==> config.mk <==
export PLATFORM = sky130hd
export DESIGN_NAME = sinegen_sweep_ctrl
export DESIGN_NICKNAME = d
export VERILOG_FILES = /design/src/rtl/sinegen_sweep_ctrl.sv
export SDC_FILE = /design/constraint.sdc
export NUM_CORES = 1
export LEC_CHECK = 0
export CORE_ASPECT_RATIO = 1.2
export CORE_UTILIZATION = 55
export CTS_CLUSTER_DIAMETER = 50
export DETAILED_ROUTE_END_ITERATION = 10
export PLACE_DENSITY = 0.87
export RECOVER_POWER = 25
export SETUP_SLACK_MARGIN = 0.4
export SLEW_MARGIN = 25
export SYNTH_ARGS = -nofsm -noshare
export SYNTH_HDL_FRONTEND = slang
export SYNTH_SLANG_ARGS = --single-unit
export TNS_END_PERCENT = 30
==> constraint.sdc <==
create_clock -name clk -period 7.5 [get_ports clk]
set_clock_uncertainty 0.05 [all_clocks]
set_input_delay 0.75 -clock clk [delete_from_list [all_inputs] [get_ports clk]]
set_output_delay 0.75 -clock clk [all_outputs]
set_load 0.01 [all_outputs]
run_1/class_map.png
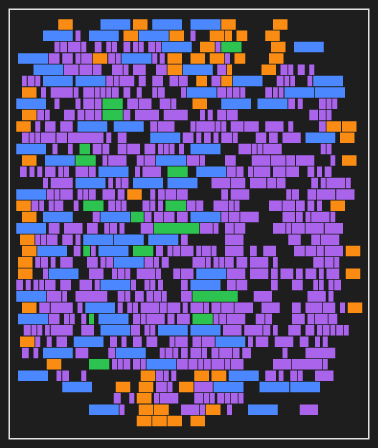
clock drivers and dummy loads -> green  # cells 16
remaining logic cells -> purple  # cells 496
registers -> blue  # cells 70
remaining buffers and delay cells -> orange  # cells 60
FP Rows: 36
Seq/total area: 25.7%
post-route cell area: 5450 um2
final core occ: 66.8%

run_1/congestion_map.png
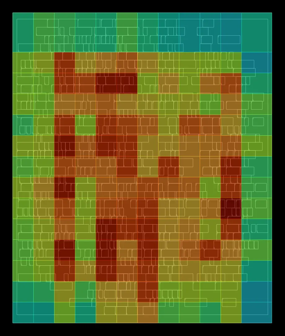
GR Util met3: 4.08%
met2 Use GR: 51.9%
total global-route track usage: 29.2%
M1 GR Usage: 33.9%

run_1/sizing.png
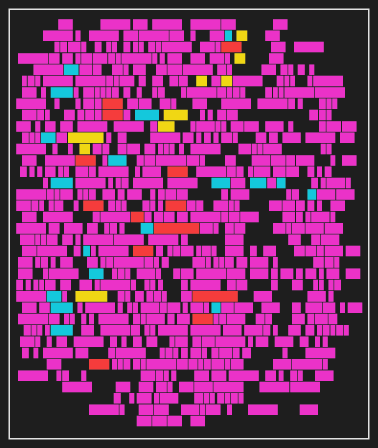
x3 and x4 -> yellow  # cells 9
x1 and smaller -> magenta  # cells 602
x2 -> cyan  # cells 18
x6 and larger -> red  # cells 13
Layout area overhead: 17.1%
setup ws final: 3440 ps

run_1/ff_map.png
Other sequential cells in the stronger gray, the rest of the logic in the fainter gray.
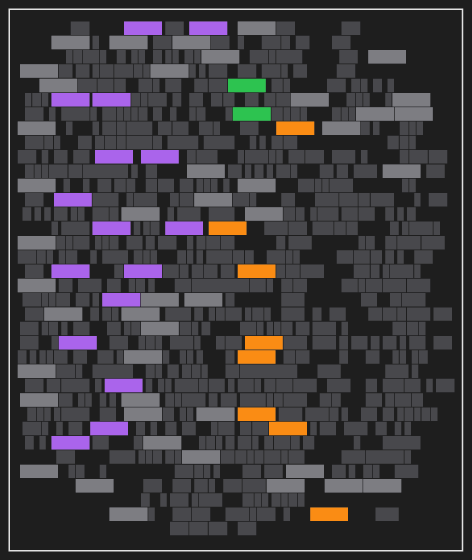
`incr` -> orange  # placed flops 8
`state` -> green  # placed flops 2
`cnt` -> purple  # placed flops 16
Reg area: 1400 um2
seq pwr: 0.000434 W

==> results.toml, run 1 <==
# generated from flow reports
[run_status]
status = "finished with violations"
violations = "max-capacitance violations, max-slew violations"

[cts]
hold_buffers = 0
cts_buffers = 9
insertion_delay_ps = 350
post_cts_buffers = 0
cts_resized = 0

[route]
wl_met3_um = 497
antenna_left = 0
route.met2.wl_mm = 6.03
vias = 4344
vias_per_cell = 5.75

[cells_and_area]
seq_cells = 70
comb_area_um2 = 2970
buffers_excl_clock = 60
clk_share_pct = 4.09
inverters = 35
drive_gt1_share_pct = 6.23
fillers = 696

[yosys]
yosys-mux-area-fraction_pct = 0.888
synth-edff-count = 0
xor_share_pct = 5.65
common_cells = "107 x nand2_1, 70 x dfxtp_1, 65 x a21oi_1"
fa_ha_area_share_pct = 11.6
yosysTopAreaCellShare_pct = 30.1
ys_warn_count = 0
synthFlopType = "dfxtp_1"
synth-area-yosys_um2 = 4650

[critical_path]
critPathTopFamily = "AND-OR/OR-AND gates"
cp.buffers_inverters = 0

[final_timing]
period_used_pct = 54.1
drv_slew = 46
hold_viol = 0
clock.fmax_mhz = 246
slew-limit-headroom_pct = -41.9

[pwr]
finalPower_w = 0.00120
pwr-share-comb_pct = 35.2
switching_share_pct = 35.0
p_leak_nw = 2.14
sequentialPowerShare_pct = 36.1

[floorplanning]
die_w_um = 86.0
die_y_um = 103
floorplan.core_util_pct = 57.1

[placement]
dp_cells = 740
dp_slack_ps = 3510

[run]
warning_count = 34
cap_violations = 1

[grt]
grt_pass1_wl_mm = 20.3

[hold_path]
hold_path_depth = 2
run_1/util_map.png
9 x 10 tiles, from black (low) to pale yellow (high), 0 to 100% covered.
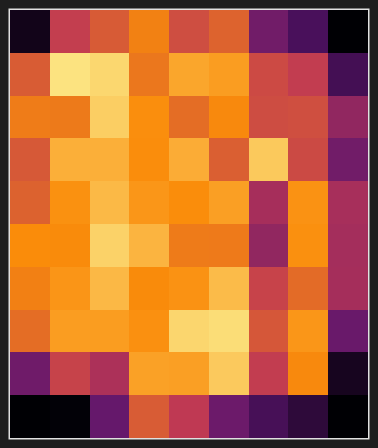

==> run 1 -> run 2 <==
--- a/config.mk
+++ b/config.mk
@@ -6,10 +6,10 @@
 export NUM_CORES = 1
 export LEC_CHECK = 0
 export CORE_ASPECT_RATIO = 1.2
-export CORE_UTILIZATION = 55
+export CORE_UTILIZATION = 51
 export CTS_CLUSTER_DIAMETER = 50
 export DETAILED_ROUTE_END_ITERATION = 10
-export PLACE_DENSITY = 0.87
+export PLACE_DENSITY = 0.85
 export RECOVER_POWER = 25
 export SETUP_SLACK_MARGIN = 0.4
 export SLEW_MARGIN = 25
==> constraint.sdc (replaced) <==
create_clock -name clk -period 3.4 [get_ports clk]
set_clock_uncertainty 0.05 [all_clocks]
set_input_delay 0.34 -clock clk [delete_from_list [all_inputs] [get_ports clk]]
set_output_delay 0.34 -clock clk [all_outputs]
set_load 0.01 [all_outputs]
run_2/util_map.png
9 x 11 tiles, from black (low) to pale yellow (high), 0 to 100% covered.
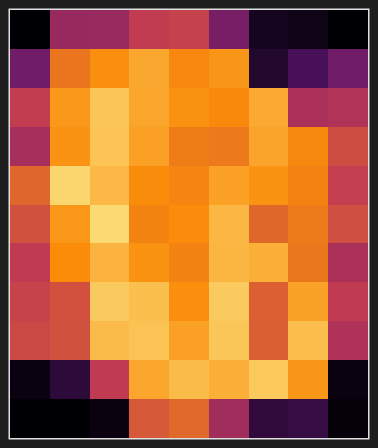
fullest tile = 92%
tiles over 75% full = 40%
nearly empty tiles = 5.1%
mean over tiles = 59%
Initial Util: 53.5%
core area: 8700 um2
final core occ: 66.6%

run_2/sizing.png
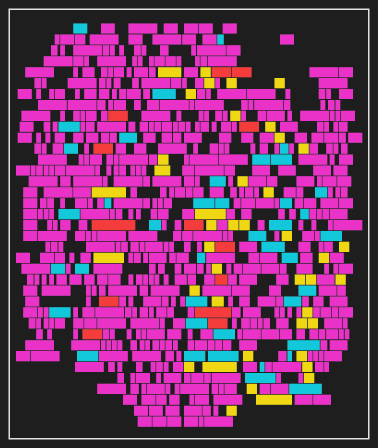
x6 and larger -> red  # cells 13
x2 -> cyan  # cells 40
x1 and smaller -> magenta  # cells 576
x3 and x4 -> yellow  # cells 42
setup ws final: -95.7 ps
Layout area overhead: 24.5%
post-route cell area: 5790 um2
Non-clk bufs: 89

run_2/ff_map.png
Other sequential cells in the stronger gray, the rest of the logic in the fainter gray.
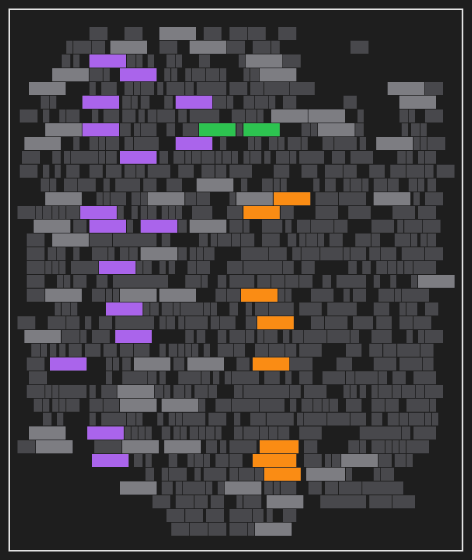
`state` -> green  # placed flops 2
`incr` -> orange  # placed flops 8
`cnt` -> purple  # placed flops 16
not colored = 44
Seq/total area: 24.3%
seq pwr: 0.000950 W
Reg area: 1410 um2

==> results.toml, run 2 <==
# generated from flow reports
[run_status]
status = "finished with violations"
violations = "max-capacitance violations, max-slew violations, negative setup slack"

[cts]
hold_buffers = 0
cts_resized = 4

[grt]
globalRouteMet1Util_pct = 34.2
grt_pass1_wl_mm = 21.2
grt_use_met3_pct = 4.54
use_met2_pct = 50.1
grt_usage_pct = 28.7

[cells_and_area]
seq_cells = 70
drive_gt1_share_pct = 14.2
inverters = 35
comb_area_um2 = 3090

[final_timing]
slew-limit-headroom_pct = -45.1
finalWorstSetupSlack_ps = -95.7
clock.fmax_mhz = 286
period_used_pct = 103
drv_slew = 45
setup_violations = 8
hold_viol = 0

[critical_path]
critPathTopFamily = "AND-OR/OR-AND gates"
cp.buffers_inverters = 2

[hold_path]
hold_path_depth = 2

[route]
route.met2.wl_mm = 6.61
wl_met3_um = 612
antenna_left = 0

[floorplanning]
die_y_um = 107
die_w_um = 89.2
rows = 37

[yosys]
ys_warn_count = 0
yosysTopAreaCellShare_pct = 30.1
synth-edff-count = 0
synth-area-yosys_um2 = 4650
xor_share_pct = 5.65
common_cells = "107 x nand2_1, 70 x dfxtp_1, 65 x a21oi_1"
yosys-mux-area-fraction_pct = 0.888
synthFlopType = "dfxtp_1"

[pwr]
sequentialPowerShare_pct = 33.6
p_leak_nw = 2.32

[placement]
dp_slack_ps = -171
dp_cells = 762

[run]
warning_count = 37
cap_violations = 1
No activity file was given, so power comes from the tool's default toggle rates.
